### src/rtl/seg7_pkg.sv
// seg7_pkg: shared constants and glyph lookup for the seven-segment scan driver.
// Holds the 16-entry gfedcba (active-low) tables for plain hex and password
// glyphs, the all-dark segment constant, and the glyph(nibble, mode) helper.
package seg7_pkg;

  // All segments and DP dark (active-low outputs).
  localparam logic [7:0] SEG_OFF = 8'hFF;

  // Entry n is the gfedcba code for nibble n; listed from F down to 0.
  localparam logic [15:0][6:0] GLYPH_HEX = {
    7'h0E, 7'h06, 7'h21, 7'h46, 7'h03, 7'h08, 7'h18, 7'h00,
    7'h78, 7'h02, 7'h12, 7'h19, 7'h30, 7'h24, 7'h79, 7'h40
  };

  // Password glyphs: 0xB renders as 'r', 0xC as 'P'; all else as hex.
  localparam logic [15:0][6:0] GLYPH_PWD = {
    7'h0E, 7'h06, 7'h21, 7'h0C, 7'h2F, 7'h08, 7'h18, 7'h00,
    7'h78, 7'h02, 7'h12, 7'h19, 7'h30, 7'h24, 7'h79, 7'h40
  };

  function automatic logic [6:0] glyph(input logic [3:0] nibble, input logic mode);
    return mode ? GLYPH_PWD[nibble] : GLYPH_HEX[nibble];
  endfunction

endpackage

### src/rtl/seg7_glyph_rom.sv
// seg7_glyph_rom: nibble + glyph mode -> active-low gfedcba segment code.
// Latency: combinational. Backpressure: none (pure lookup).
// Ports: nibble (4b digit value), mode (0 = hex, 1 = password glyphs), seg (7b gfedcba, active-low).
module seg7_glyph_rom
  import seg7_pkg::*;
(
  input  logic [3:0] nibble,
  input  logic       mode,
  output logic [6:0] seg
);

  assign seg = glyph(nibble, mode);

endmodule

### src/rtl/seg7_scan_driver.sv
// seg7_scan_driver: time-multiplexed common-anode 7-segment driver with frame-synchronous commit.
// Latency: outputs registered, one cycle behind the scan state; load shows within 2 frames.
// Backpressure: none; load is a strobe into a pending register, the last load per frame wins.
// Ports: clk, rst (sync, active-high), load/value/dp/blank (pending capture),
//        seg_n (DP + gfedcba, active-low), an_n (digit enables, active-low), frame_done (boundary pulse).
// Optional: define SEG7_LZ_SUPPRESS_EN to dark leading zero digits (mask built at commit time).
module seg7_scan_driver
  import seg7_pkg::*;
#(
  parameter int NUM_DIGITS  = 4,
  parameter int SCAN_DIV    = 50000,
  parameter int DEAD_CYCLES = 64,
  parameter int GLYPH_MODE  = 0
) (
  input  logic                    clk,
  input  logic                    rst,
  input  logic                    load,
  input  logic [4*NUM_DIGITS-1:0] value,
  input  logic [NUM_DIGITS-1:0]   dp,
  input  logic [NUM_DIGITS-1:0]   blank,
  output logic [7:0]              seg_n,
  output logic [NUM_DIGITS-1:0]   an_n,
  output logic                    frame_done
);

  localparam int CNT_W = (SCAN_DIV > 1) ? $clog2(SCAN_DIV) : 1;
  localparam int IDX_W = (NUM_DIGITS > 1) ? $clog2(NUM_DIGITS) : 1;
  localparam logic [CNT_W-1:0] CNT_LAST = CNT_W'(SCAN_DIV - 1);
  localparam logic [CNT_W-1:0] DEAD_END = CNT_W'(DEAD_CYCLES);
  localparam logic [IDX_W-1:0] IDX_LAST = IDX_W'(NUM_DIGITS - 1);
  localparam logic             MODE_BIT = (GLYPH_MODE != 0);

  logic [CNT_W-1:0]        cnt;
  logic [IDX_W-1:0]        idx;
  logic [4*NUM_DIGITS-1:0] pend_value, disp_value;
  logic [NUM_DIGITS-1:0]   pend_dp, disp_dp;
  logic [NUM_DIGITS-1:0]   pend_blank, disp_blank;

  logic       slot_end;
  logic       boundary;
  logic [3:0] cur_nib;
  logic       cur_dp;
  logic       cur_dark;
  logic [6:0] cur_glyph;

  assign slot_end = (cnt == CNT_LAST);
  assign boundary = slot_end && (idx == IDX_LAST);

  // Prescaler and digit index.
  always_ff @(posedge clk) begin
    if (rst) begin
      cnt <= '0;
      idx <= '0;
    end else begin
      cnt <= slot_end ? '0 : cnt + CNT_W'(1);
      if (slot_end) idx <= (idx == IDX_LAST) ? '0 : idx + IDX_W'(1);
    end
  end

  // Pending capture and frame-boundary commit. The commit reads pending
  // before this cycle's load lands, so a boundary-coincident load waits a frame.
  always_ff @(posedge clk) begin
    if (rst) begin
      pend_value <= '0;
      pend_dp    <= '0;
      pend_blank <= '1;
      disp_value <= '0;
      disp_dp    <= '0;
      disp_blank <= '1;
    end else begin
      if (load) begin
        pend_value <= value;
        pend_dp    <= dp;
        pend_blank <= blank;
      end
      if (boundary) begin
        disp_value <= pend_value;
        disp_dp    <= pend_dp;
        disp_blank <= pend_blank;
      end
    end
  end

`ifdef SEG7_LZ_SUPPRESS_EN
  logic [NUM_DIGITS-1:0] sup_next, disp_sup;
  logic                  lz_chain;

  // Walk from the most significant digit down; the chain stays alive while
  // every digit above is dark (suppressed or blanked). Digit 0 never drops.
  always_comb begin
    sup_next = '0;
    lz_chain = 1'b1;
    for (int i = NUM_DIGITS - 1; i >= 1; i--) begin
      sup_next[i] = lz_chain && (pend_value[4*i +: 4] == 4'd0) && !pend_dp[i];
      lz_chain    = sup_next[i] || pend_blank[i];
    end
  end

  always_ff @(posedge clk) begin
    if (rst)           disp_sup <= '0;
    else if (boundary) disp_sup <= sup_next;
  end

  assign cur_dark = disp_blank[idx] || disp_sup[idx];
`else
  assign cur_dark = disp_blank[idx];
`endif

  assign cur_nib = 4'(disp_value >> {idx, 2'b00});
  assign cur_dp  = disp_dp[idx];

  seg7_glyph_rom u_rom (
    .nibble (cur_nib),
    .mode   (MODE_BIT),
    .seg    (cur_glyph)
  );

  // Registered pins: dead-time gap at slot start, blank keeps the anode off all slot.
  always_ff @(posedge clk) begin
    if (rst) begin
      seg_n      <= SEG_OFF;
      an_n       <= '1;
      frame_done <= 1'b0;
    end else begin
      frame_done <= boundary;
      if ((cnt < DEAD_END) || cur_dark) begin
        seg_n <= SEG_OFF;
        an_n  <= '1;
      end else begin
        seg_n <= {~cur_dp, cur_glyph};
        an_n  <= ~(NUM_DIGITS'(1) << idx);
      end
    end
  end

endmodule

### config.mk
export PLATFORM = sky130hd
export DESIGN_NAME = seg7_scan_driver
export DESIGN_NICKNAME = d
export VERILOG_FILES = /design/src/rtl/seg7_pkg.sv /design/src/rtl/seg7_glyph_rom.sv /design/src/rtl/seg7_scan_driver.sv
export SDC_FILE = /design/constraint.sdc
export NUM_CORES = 1
export LEC_CHECK = 0
export CAP_MARGIN = 5
export CELL_PAD_IN_SITES_DETAIL_PLACEMENT = 0
export CELL_PAD_IN_SITES_GLOBAL_PLACEMENT = 2
export CORE_MARGIN = 4
export CORE_UTILIZATION = 32
export CTS_CLUSTER_DIAMETER = 50
export DETAILED_ROUTE_END_ITERATION = 10
export PLACE_DENSITY_LB_ADDON = 0.1
export SYNTH_ARGS = -nofsm -noshare
export SYNTH_HDL_FRONTEND = slang
export SYNTH_SLANG_ARGS = --single-unit
### constraint.sdc
create_clock -name clk -period 2.1 [get_ports clk]
set_clock_uncertainty 0.15 [all_clocks]
set_input_delay 0.63 -clock clk [delete_from_list [all_inputs] [get_ports clk]]
set_output_delay 0.63 -clock clk [all_outputs]
set_load 0.005 [all_outputs]
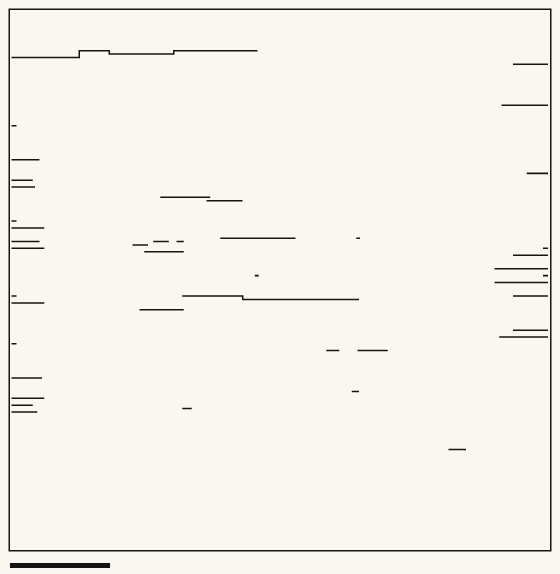
Fig. 1. M3 wires.
Bar = 20 um.
The wires run mostly horizontal. The longest straight run is 23.0 um. The layer carries 288 um of wire. 35 nets have wire on it.
M3 GR Usage: 3.24%
Vias: 2,393
final WL: 7.26 mm

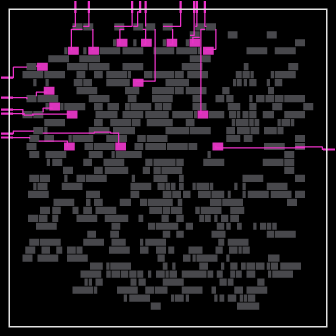
Fig. 2. Nets reached from selected ports.
Magenta is `value`, bits 16, direction input, edge 9 north, 6 west, 1 east, end cells 16, buffers 16, wire 327 um.
I/O pin count: 40
Port Buffer Count: 39

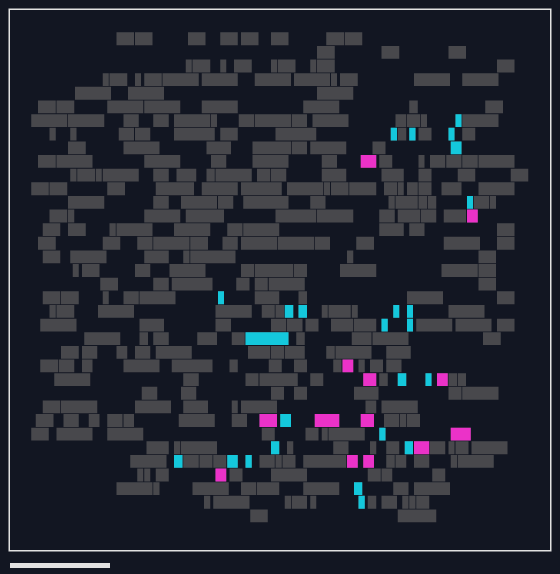
Fig. 3. Gate-type map.
Bar = 20 um.
Cyan is nand cells, cells 25. Magenta is and/or cells, cells 13.
Commonest Layout Cell: dfxtp_1
Non-Filler Instances: 510
Comb area share: 36.1%

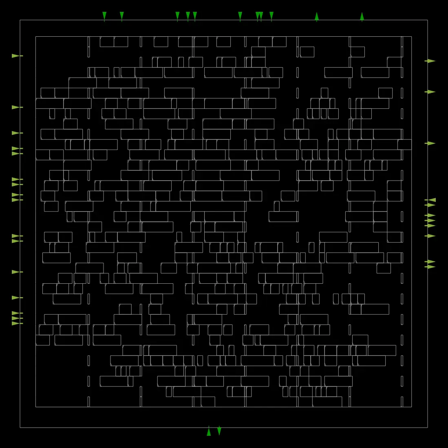
Fig. 4. Placement view.
Flops: 79
Finished Core Util: 44.0%
Seq/total area: 37.0%

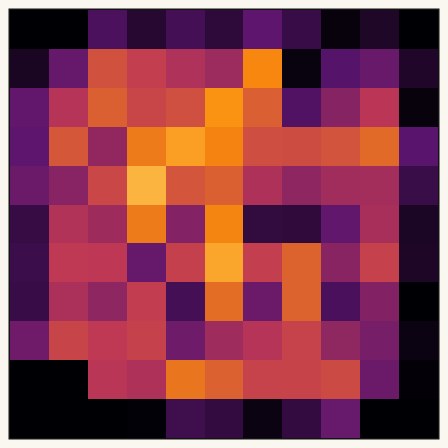
Fig. 5. Cell density map.
11 x 11 tiles, from black (low) to pale yellow (high), 0 to 100% covered.
The densest ninth of the die: centre. The mean over all tiles is 36%. The fullest tile reaches 84%. 3.3% of the tiles are over 75% full. 11% of the tiles are nearly empty.
core area: 9730 sq um
core utilization at floorplan: 32.7%

==> impl_metrics.csv <==
group,metric,value,unit
routing,wl_per_cell,14.2,um
clocking,clock_path_buffers,2,
sta,fin_crit_sh,99.4,%
clocking,cts_buffers,9,
critical_path,critPathMaxFanout,5,
synthesis,yosys_warnings,0,
global_route,track_usage,12.3,%
synthesis,syn_area_per_cell,10.7,sq um
floorplan,die_w,108,um
global_route,grt_start_max_net_pins,29,
clocking,root_buffer,"clkbuf_8",
min_path,holdPathStages,1,
layout,fillers,965,
synthesis,ys_area,3180,sq um
sta,setup_slack,0.0131,ns
synthesis,synth_cells,297,
clocking,clock_sinks,79,
min_path,min_from,"pend_value[4]$_SDFFE_PP0P_",
critical_path,regToRegStartpoint,"cnt[7]$_SDFF_PP0_",
synthesis,synth-main-ff-cell,"dfxtp_1",
synthesis,synth.distinct_cells,44,
clocking,htree_levels,3,
run,tool_warnings,35,
synthesis,synth.most_common_cell,"dfxtp_1",
sta,slew_headroom,64.3,%
sta,setup_violations,0,
floorplan,die_h,108,um
placement,gp_congestion,0.703,
layout,antenna-diode-count,0,
sta,worst_pin_slew,0.534,ns
sta,rsz0062_at_grt,"yes",
synthesis,ys.flops,79,
clocking,clk_pin_slew,0.09,ns
critical_path,crit_type,"reg -> reg",
routing,drt_iter0_drc,56,
min_path,hold_class,"reg -> reg",
layout,drive_above_1_share,21.2,%
synthesis,topCellsByArea,"dfxtp_1 50%, mux2i_1 6.6%, a22o_1 5.5%",
outcome,outcome,"completed",
worst paths after layout:
kind                                                     to  slack, ns
worst min-delay path             disp_value[4]$_SDFFE_PP0P_       0.32
worst max register to register  disp_value[11]$_SDFFE_PP0P_       0.01
worst max-delay path            disp_value[11]$_SDFFE_PP0P_       0.01
worst min register to register   disp_value[4]$_SDFFE_PP0P_       0.32
per-stage QoR:
step	std cells	total power [W]	cell area, sq um	hold slack (ns)
2_1_floorplan	297	0.00166	3190	0.268
3_3_place_gp	484	0.00174	3910	0.290
3_5_place_dp	484	0.00174	3910	0.302
4_1_cts	500	0.00280	4110	0.317
5_1_grt	510	0.00288	4280	0.343
6_report	510	0.00275	4280	0.317
layout make-up:
class                   count  share of cell area (%)
flip-flops and latches     79                    37.0
multi-input cells         193                    36.1
repair buffers             78                    17.7
well taps                 133                    3.89
clock buffers               9                    2.89
clock inverters             7                    1.32
inverters                  11                    1.08
critical path, cell delays in order (launching register included):
cell	delay, ns
dfxtp_2	0.33
or4_4	0.57
nor4b_4	0.22
buf_4	0.16
buf_6	0.11
nand4b_4	0.12
clkinv_4	0.11
clkbuf_16	0.14
a22o_1	0.12
layout by cell type (no fill, tap or decap), types with 3 or more instances in the layout:
cell             Yosys  layout
o221ai_1             5       5
ha_1                10       9
or3_1                3       3
dfxtp_1             79      77
clkinv_4             0       4
nor4_1               3       3
a31oi_4              0       4
nand2_1             14      14
nor2_1              35      35
a22o_1              20      20
clkdlybuf4s50_1      0      38
nand3_1              7       7
xor2_1               3       3
nor3_1               4       4
buf_4                0      32
clkbuf_8             0       9
a21oi_1              8       8
xnor2_1              9       9
inv_1               10      10
o22a_1               4       4
buf_6                4       3
mux2i_1             21      21
nor2b_1              6       6
a211o_1              4       4
mux4_2               6       6
per-layer routing:
metal	wire length, um	share of wire (%)	vias up	global-route usage (%)
met5	0	0	-	0
met4	108	1.5	0	5.41
met3	287	4.0	11	3.24
met2	3090	43	49	17.4
met1	3770	52	1115	17.6
li1	-	-	1218	-
power by group:
| part | internal (W) | switching (W) |
|---|---|---|
| logic | 0.0000958 | 0.0000682 |
| clock network | 0.000443 | 0.000596 |
| registers | 0.00153 | 0.0000178 |
flip-flops by register name, indices dropped and copies added (netlist names):
| name | flops |
|---|---|
| idx | 2 |
| seg_n | 8 |
| an_n | 4 |
| cnt | 16 |
| pend_blank | 4 |
| pend_value | 16 |
| disp_blank | 4 |
| disp_dp | 4 |
| pend_dp | 4 |
| disp_value | 16 |
| frame_done | 1 |
repair_timing:
action                     in CTS  in global routing
buffers inserted                0                  4
gates resized                   5                 10
setup endpoints to repair      26                 42
pin swaps                      11                  7
gates cloned                    0                  6
cells by family (layout without fill, tap and decap cells):
group                    after synthesis  count (layout)  share of synthesized area (%)
multiplexers                          28              28                           11.2
buffers and inverters                 28             105                           4.32
AND-OR/OR-AND                         52              55                           12.8
AND/OR/NAND/NOR                       88              88                           14.7
XOR/XNOR                              12              12                           3.30
adder cells (fa/ha/maj)               10              10                           3.93
flip-flops                            79              79                           49.7
No activity file was given, so power comes from the tool's default toggle rates.
